[config.mk]
export PLATFORM = sky130hd
export DESIGN_NAME = rx_fifo
export DESIGN_NICKNAME = d
export VERILOG_FILES = /design/src/rtl/rx_pkg.sv /design/src/rtl/fifo_ptr.sv /design/src/rtl/rx_fifo.sv
export SDC_FILE = /design/constraint.sdc
export NUM_CORES = 1
export LEC_CHECK = 0
export CAP_MARGIN = 40
export CORE_MARGIN = 5
export CORE_UTILIZATION = 40
export DETAILED_ROUTE_END_ITERATION = 6
export PLACE_DENSITY = 0.72
export SLEW_MARGIN = 10
export SYNTH_ARGS = -nofsm -noshare
export SYNTH_HDL_FRONTEND = slang
export SYNTH_SLANG_ARGS = --single-unit
[constraint.sdc]
create_clock -name clk -period 2.35 [get_ports clk]
set_input_delay 0.47 -clock clk [delete_from_list [all_inputs] [get_ports clk]]
set_output_delay 0.47 -clock clk [all_outputs]
set_load 0.02 [all_outputs]
[src/rtl/rx_pkg.sv]
// Shared receiver constants and FIFO helper types.
// Used by rx_fifo and the receiver top level.
package rx_pkg;

  localparam int FIFO_DEPTH = 8;
  localparam int FIFO_WIDTH = 8;
  localparam int PTR_W      = 3;
  localparam int CNT_W      = 4;

  typedef enum logic [1:0] {
    OP_IDLE = 2'b00,
    OP_POP  = 2'b01,
    OP_PUSH = 2'b10,
    OP_BOTH = 2'b11
  } fifo_op_e;

  function automatic fifo_op_e fifo_op(
    input logic wr,
    input logic rd
  );
    return fifo_op_e'({wr, rd});
  endfunction

endpackage

[src/rtl/fifo_ptr.sv]
// Wrapping pointer counter with enable and
// synchronous clear, shared by read and write sides.
module fifo_ptr
  import rx_pkg::*;
#(
  parameter int W = PTR_W
) (
  input  logic         clk,
  input  logic         n_rst,
  input  logic         en,
  input  logic         clr,
  output logic [W-1:0] ptr
);

  always_ff @(posedge clk or negedge n_rst) begin
    if (!n_rst) begin
      ptr <= '0;
    end else if (clr) begin
      ptr <= '0;
    end else if (en) begin
      ptr <= ptr + 1'b1;
    end
  end

endmodule

[src/rtl/rx_fifo.sv]
// Receive FIFO: first-word-fall-through byte
// buffer with sticky overrun flag and flush.
module rx_fifo
  import rx_pkg::*;
#(
  parameter int DEPTH = FIFO_DEPTH,
  parameter int WIDTH = FIFO_WIDTH
) (
  input  logic             clk,
  input  logic             n_rst,
  input  logic             w_enable,
  input  logic [WIDTH-1:0] w_data,
  input  logic             r_enable,
  input  logic             clear,
  output logic [WIDTH-1:0] r_data,
  output logic             empty,
  output logic             full,
  output logic [3:0]       count,
  output logic             overrun
);

  logic [WIDTH-1:0] mem [DEPTH];
  logic [PTR_W-1:0] wptr;
  logic [PTR_W-1:0] rptr;
  logic             wr_ok;
  logic             rd_ok;
  logic             drop;
  logic [3:0]       count_nxt;

  assign empty = (count == 4'd0);
  assign full  = (count == 4'(DEPTH));

  // A full FIFO still takes a write if a pop
  // frees the head slot in the same cycle.
  assign wr_ok = w_enable & (~full | r_enable);
  assign rd_ok = r_enable & ~empty;
  assign drop  = w_enable & full & ~r_enable;

  assign r_data = mem[rptr];

  fifo_ptr #(.W(PTR_W)) u_wptr (
    .clk   (clk),
    .n_rst (n_rst),
    .en    (wr_ok),
    .clr   (clear),
    .ptr   (wptr)
  );

  fifo_ptr #(.W(PTR_W)) u_rptr (
    .clk   (clk),
    .n_rst (n_rst),
    .en    (rd_ok),
    .clr   (clear),
    .ptr   (rptr)
  );

  always_ff @(posedge clk) begin
    if (wr_ok && !clear) begin
      mem[wptr] <= w_data;
    end
  end

  always_comb begin
    count_nxt = count;
    if (clear) begin
      count_nxt = 4'd0;
    end else begin
      unique case (fifo_op(wr_ok, rd_ok))
        OP_PUSH: count_nxt = count + 4'd1;
        OP_POP:  count_nxt = count - 4'd1;
        OP_BOTH: count_nxt = count;
        OP_IDLE: count_nxt = count;
      endcase
    end
  end

  always_ff @(posedge clk or negedge n_rst) begin
    if (!n_rst) begin
      count <= 4'd0;
    end else begin
      count <= count_nxt;
    end
  end

  always_ff @(posedge clk or negedge n_rst) begin
    if (!n_rst) begin
      overrun <= 1'b0;
    end else if (clear) begin
      overrun <= 1'b0;
    end else if (drop) begin
      overrun <= 1'b1;
    end
  end

endmodule

Figure 1. Signal wires on met1 (run 1).
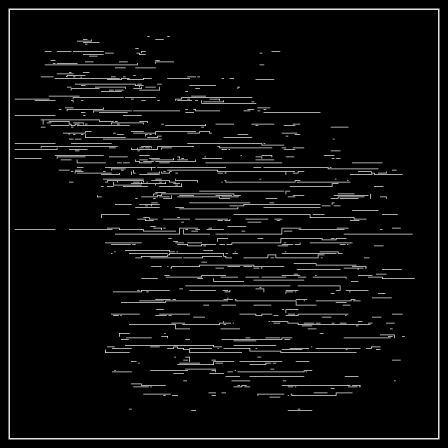
nets with wire on the layer: 222
longest straight run: 23.9 um
wire length on this layer: 2470 um
final WL: 5.833 mm
Vias: 1701

Figure 2. M2 wires (run 1).
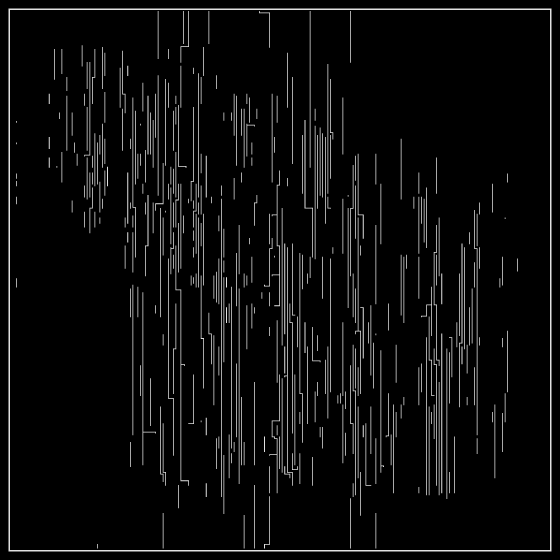
main direction: vertical
share of all routed wire: 53%
nets with wire on the layer: 226
GR met2 Demand/Resource: 21.99%

==> reports/qor.csv, run 1 <==
metric,value,unit
grtUsageMet1,15.72,%
hold_buffers,0,
max_stage_delay,0.50,ns
fmax,0.4295,GHz
top_cell,edfxtp_1,
top_cells_by_count,"edfxtp_1, mux4_2, nor2_1",
chipArea,9623,sq um
antenna_found_initial,0,
dr_wl_met2,3.093,mm
power_leader,registers,
switching_power,0.001190,W
drt-met1-wl,2.465,mm
synthFlopType,edfxtp_1,
ys_chip_area,3104,sq um
die_x,98.10,um
grt_pass1_vias,1803,
dp_slack,-0.06262,ns
grt_pass1_wl,9.342,mm
clkSlewWorstSetupHoldPaths,0.08,ns
worst_slack,0.02166,ns
synth-edff-count,64,
top_cells_by_area,"edfxtp_1, mux4_2, dfrtp_1, mux2_2, ha_1",
syn_inst,167,
maxCapViolations,0,
finalHoldViolations,0,
worstMarginPinSlew,0.7486,ns
final-nonclk-buf-share,13.29,%
dp_hpwl,3.884,mm
status,completed,
worstHoldPathType,input port to asynchronous set/reset pin,
cts-root-buf,clkbuf_8,
ff_latch_area,2201,sq um
yosys.area.top_type_share,61.91,%
crit_path_start,u_rptr.ptr[0],
largest_class,registers,
path_buffers,2,
ys_top_logic_family,multiplexers,
crit_type,flip-flop to primary output,
ys_seq_elements,75,
n_all_inverters,1,
antenna_cells,0,
finalNonFillerCells,331,
cp.depth,4,
gr-total-overflow,0,
top_usage_layer,met2,
utilization,52.31,%
design_area,4000,sq um
ys_sh_xor,1.975,%
fp_nets,186,
reg2regPathDepth,8,
ys_sh_mux,15.80,%
cts.sinks,75,
n_all_buffers,55,
finalMaxSlewViolations,0,
critPathLaunchType,flip-flop,
ys_sh_adder,2.418,%
period_needed,2.328,ns
rows,32,
grt_max_degree,19,
ys_seq_share,70.78,%
intPower,0.002705,W
ctsResizeCount,62,
yosys.area.top_type,edfxtp_1,
p_leak,1.424,nW
core_area,7647,sq um
worstPathMaxFanout,8,
warning_count,30,
area_growth,28.86,%
pg_seq,0.00157,W
reg2reg_slack,0.13,ns
Figure 3. The metal 3 layer (run 1).
Scale bar: 20 um.
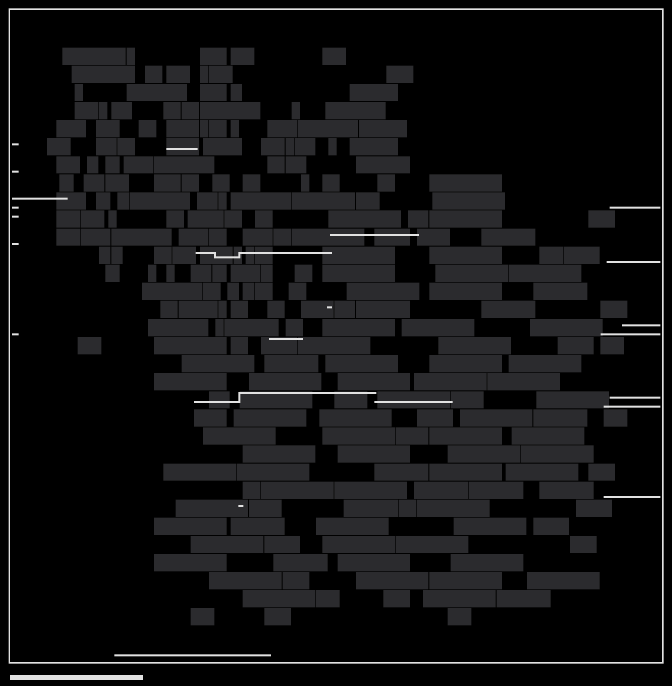
longest straight run: 23.2 um
main direction: horizontal
met3 Usage GRT: 2.786%

Figure 4. Sequential cells grouped by signal name (run 1).
Scale bar: 20 um. Other sequential cells in the stronger gray, the rest of the logic in the fainter gray.
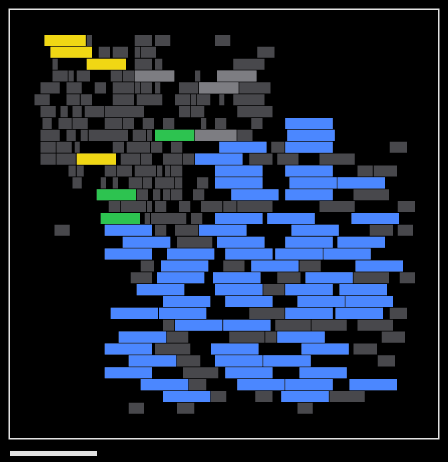

==> run 2, diff against run 1 <==
CORE_UTILIZATION = 50   (was 40)
PLACE_DENSITY = 0.85   (was 0.72)
Figure 5. Sequential cells grouped by signal name (run 2).
Scale bar: 20 um. Other sequential cells in the stronger gray, the rest of the logic in the fainter gray.
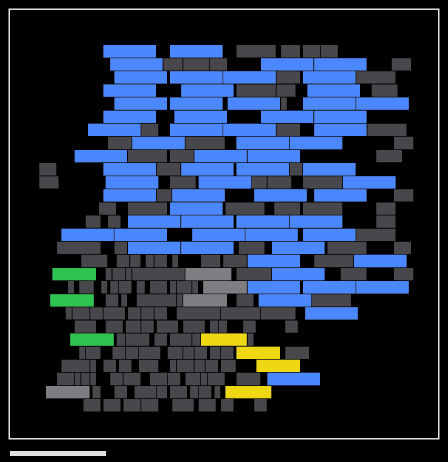
legend:
  yellow:
    name_in_the_netlist: count
    placed_flops: 4
    where: bottom middle
  green:
    name_in_the_netlist: u_wptr.ptr
    placed_flops: 3
  blue:
    name_in_the_netlist: mem
    placed_flops: 64
not colored: 4
P_seq: 0.00157 W
fraction of area in registers: 55.54%
Seq. cell area: 2201 sq um

Figure 6. M2 wires (run 2).
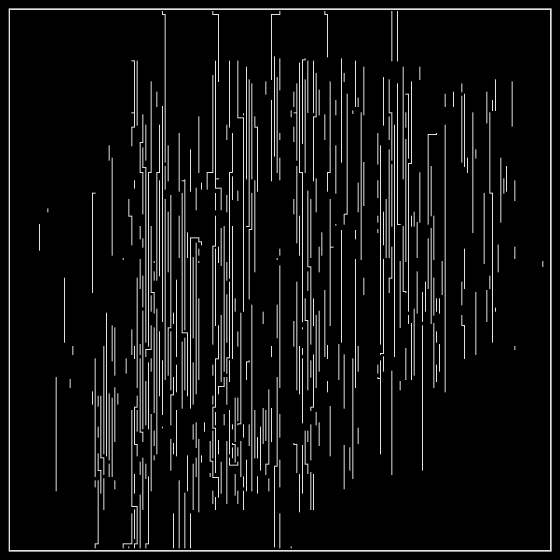
Vias: 1705
GR met2 Demand/Resource: 28.95%
final WL: 6.271 mm

==> reports/qor.csv, run 2 <==
metric,value,unit,change
largest_class,registers,,
synthFlopType,edfxtp_1,,
ys_sh_mux,15.80,%,unchanged
n_all_inverters,1,,unchanged
cp.depth,8,,+4
finalHoldViolations,0,,unchanged
design_area,3963,sq um,-0.94%
area_growth,27.65,%,
fmax,0.4296,GHz,about the same
top_cells_by_count,"edfxtp_1, mux4_2, nor2_1",,
status,completed,,
finalMaxSlewViolations,0,,unchanged
period_needed,2.328,ns,-0.0003473 ns
core_area,5991,sq um,-22%
ys_sh_adder,2.418,%,unchanged
drt-met1-wl,2.574,mm,+4.4%
antenna_found_initial,0,,unchanged
worst_slack,0.02201,ns,+0.0003473 ns
largest_reg_flops,64,,
utilization,66.14,%,+14 points
cts-root-buf,clkbuf_8,,
intPower,0.002805,W,+3.7%
warning_count,30,,unchanged
pg_comb,0.00143,W,
synth-edff-count,64,,unchanged
ys_seq_elements,75,,unchanged
hold_buffers,0,,unchanged
dp_hpwl,3.946,mm,+1.6%
syn_inst,167,,unchanged
crit_end,count[3],,
combPwrFrac,36.0,%,
top_usage_layer,met2,,
worstPathMaxFanout,4,,-4
drive_gt1_share,38.70,%,
synth_warnings,0,,
finalNonFillerCells,305,,-7.9%
ys_chip_area,3104,sq um,unchanged
path_buffers,0,,-2
rows,28,,-13%
switching_share,29.56,%,
gr-total-overflow,0,,unchanged
power_leader,registers,,
clkSlewWorstSetupHoldPaths,0.08,ns,about the same
top_cells_by_area,"edfxtp_1, mux4_2, dfrtp_1, mux2_2, ha_1",,
yosys.area.top_type,edfxtp_1,,
ys_seq_share,70.78,%,unchanged
crit_type,flip-flop to flip-flop,,
reg2reg_to,count[3],,
critPathTopFamily,simple AND/OR/NAND/NOR gates,,
grt_pass1_vias,1748,,-3.1%
crit_path_start,count[2],,
reg2regPathDepth,8,,unchanged
dr_wl_met2,3.313,mm,+7.1%
chipArea,7885,sq um,-18%
clock_buffers,9,,
antenna_cells,0,,unchanged
fp_nets,186,,unchanged
cts.sinks,75,,unchanged
ys_sh_xor,1.975,%,unchanged
n_all_buffers,56,,+1.8%
final-nonclk-buf-share,13.36,%,+0.063 points
met3_usage,5.214,%,+2.4 points
yosys.area.top_type_share,61.91,%,unchanged
die_y,88.80,um,
grt_usage,17.60,%,
critPathLaunchType,flip-flop,,
dr_wl_met3,310,um,
switching_power,0.001177,W,-1.1%
ys_top_logic_family,multiplexers,,
logic_gate_count,82,,
max_stage_delay,0.57,ns,+0.07 ns
grt_max_degree,19,,unchanged
die_x,88.80,um,-9.5%
worstHoldPathType,input port to asynchronous set/reset pin,,
dp_slack,-0.09256,ns,-0.02994 ns
ctsResizeCount,50,,-19%
reg2reg_slack,0.02,ns,-0.11 ns
maxCapViolations,0,,unchanged
grt_pass1_wl,9.604,mm,+2.8%
p_leak,1.427,nW,+0.19%
final.setup.tns,0,ns,
Figure 7. Signal wires on met1 (run 2).
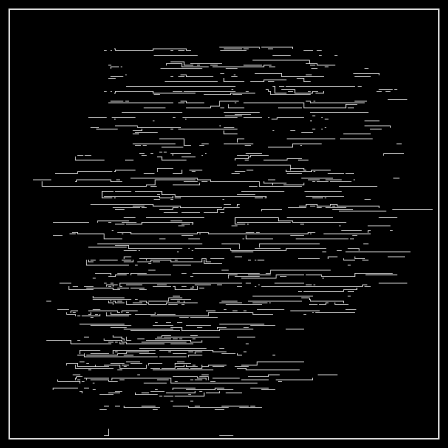
wire length on this layer: 2570 um
longest straight run: 25.3 um
nets with wire on the layer: 227
main direction: horizontal
share of all routed wire: 41%
met1 Use GR: 22.53%

Figure 8. Routing congestion (run 2).
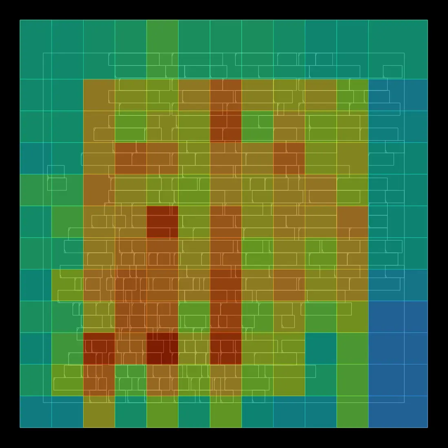

==> run 3, diff against run 2 <==
--- a/config.mk
+++ b/config.mk
@@ -10,5 +10,5 @@
 export CORE_UTILIZATION = 50
 export DETAILED_ROUTE_END_ITERATION = 6
-export PLACE_DENSITY = 0.85
+export PLACE_DENSITY = 0.82
 export SLEW_MARGIN = 10
 export SYNTH_ARGS = -nofsm -noshare
==> constraint.sdc (replaced) <==
create_clock -name clk -period 2.2 [get_ports clk]
set_input_delay 0.44 -clock clk [delete_from_list [all_inputs] [get_ports clk]]
set_output_delay 0.44 -clock clk [all_outputs]
set_load 0.005 [all_outputs]
Figure 9. Routing congestion (run 3).
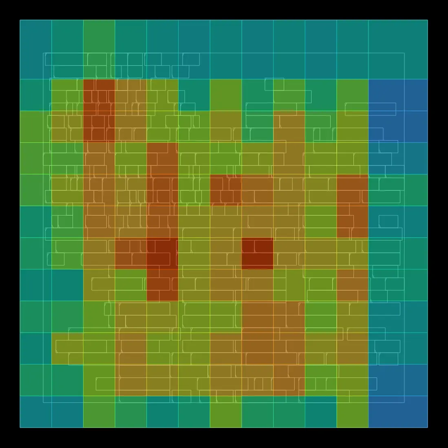
met3 Usage GRT: 6.145%
Tot GR Track Use: 17.93%
post-layout util: 68.02%
grt peak-use layer: met2

Figure 10. Signal wires on met1 (run 3).
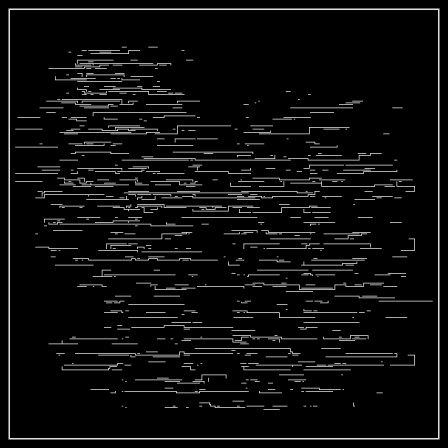
met1 Use GR: 21.39%
final WL: 6.072 mm

==> reports/qor.csv, run 3 <==
metric,value,unit,change
status,"finished, violations left",,
violations,setup timing,,
intPower,0.003191,W,+14%
ys_seq_share,70.78,%,unchanged
cts-root-buf,clkbuf_8,,
dr_total_vias,1724,,+1.1%
synth_warnings,0,,unchanged
seq_share,53.95,%,-1.6 points
dp_slack,-0.2188,ns,-0.1262 ns
final.setup.tns,-1.047,ns,-1.047 ns
n_all_buffers,67,,+20%
largest_class,registers,,
clock_buffers,11,,+2
dr_wl_met3,248,um,-20%
yosys.area.top_type_share,61.91,%,unchanged
period_needed,2.370,ns,
largest_reg_flops,64,,unchanged
reg2regPathDepth,9,,+1
critPathLaunchType,flip-flop,,
top_cells_by_count,"edfxtp_1, mux4_2, nor2_1",,
cp.depth,5,,-3
crit_type,flip-flop to primary output,,
die_y,88.80,um,unchanged
ys_sh_xor,1.975,%,unchanged
n_all_inverters,1,,unchanged
grt_max_degree,13,,-6
ys_chip_area,3104,sq um,unchanged
ff_latch_area,2198,sq um,-0.11%
switching_power,0.001109,W,-5.8%
critPathTopFamily,multiplexers,,
switching_share,25.79,%,-3.8 points
hold_buffers,0,,unchanged
ys_top_logic_family,multiplexers,,
wl_per_cell,19.22,um,
core_area,5991,sq um,unchanged
area_growth,31.28,%,
dp_hpwl,3.884,mm,-1.6%
grt_pass1_vias,1803,,+3.1%
synth-edff-count,64,,unchanged
reg2reg_slack,-0.14,ns,-0.16 ns
portBuffers,27,,
finalNonFillerCells,316,,+3.6%
crit_end,r_data[2],,
cts.sinks,75,,unchanged
ys_seq_elements,75,,unchanged
max_stage_delay,0.50,ns,-0.07 ns
drt-met1-wl,2.366,mm,-8.1%
crit_path_start,u_rptr.ptr[0],,
ys_sh_mux,15.80,%,unchanged
fp_nets,186,,unchanged
logic_gate_count,82,,unchanged
maxCapViolations,0,,unchanged
design_area,4075,sq um,+2.8%
finalSetupViolations,11,,
ys_sh_adder,2.418,%,unchanged
antenna_cells,0,,unchanged
finalMaxSlewViolations,0,,unchanged
syn_inst,167,,unchanged
worst_slack,-0.1696,ns,-0.1916 ns
power_leader,registers,,
warning_count,30,,unchanged
grt_util_met2,31.38,%,+2.4 points
gr-total-overflow,0,,unchanged
worstPathMaxFanout,6,,+2
fmax,0.4220,GHz,
chipArea,7885,sq um,unchanged
clkSlewWorstSetupHoldPaths,0.07,ns,about the same
combPwrFrac,35.5,%,-0.5 points
reg2reg_to,count[3],,
antenna_found_initial,0,,unchanged
layout_top_cell,edfxtp_1,,
pg_comb,0.00153,W,+7%
ant_nets,0,,
die_x,88.80,um,unchanged
ctsResizeCount,54,,+8.0%
rows,28,,unchanged
grt_pass1_wl,9.867,mm,+2.7%
finalHoldViolations,0,,unchanged
yosys.area.top_type,edfxtp_1,,
Figure 11. The metal 3 layer (run 3).
Scale bar: 20 um.
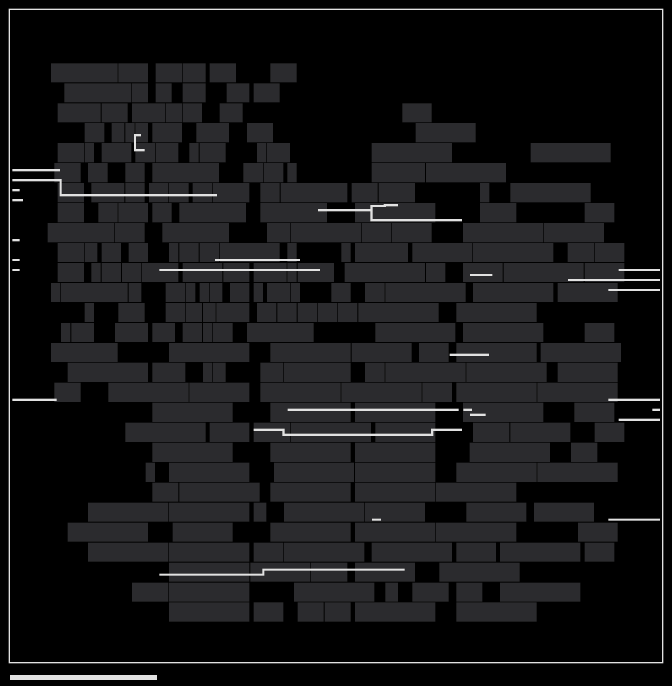
main direction: horizontal
longest straight run: 23.0 um

Power figures rest on the tool's default switching activity, not on a simulated workload.
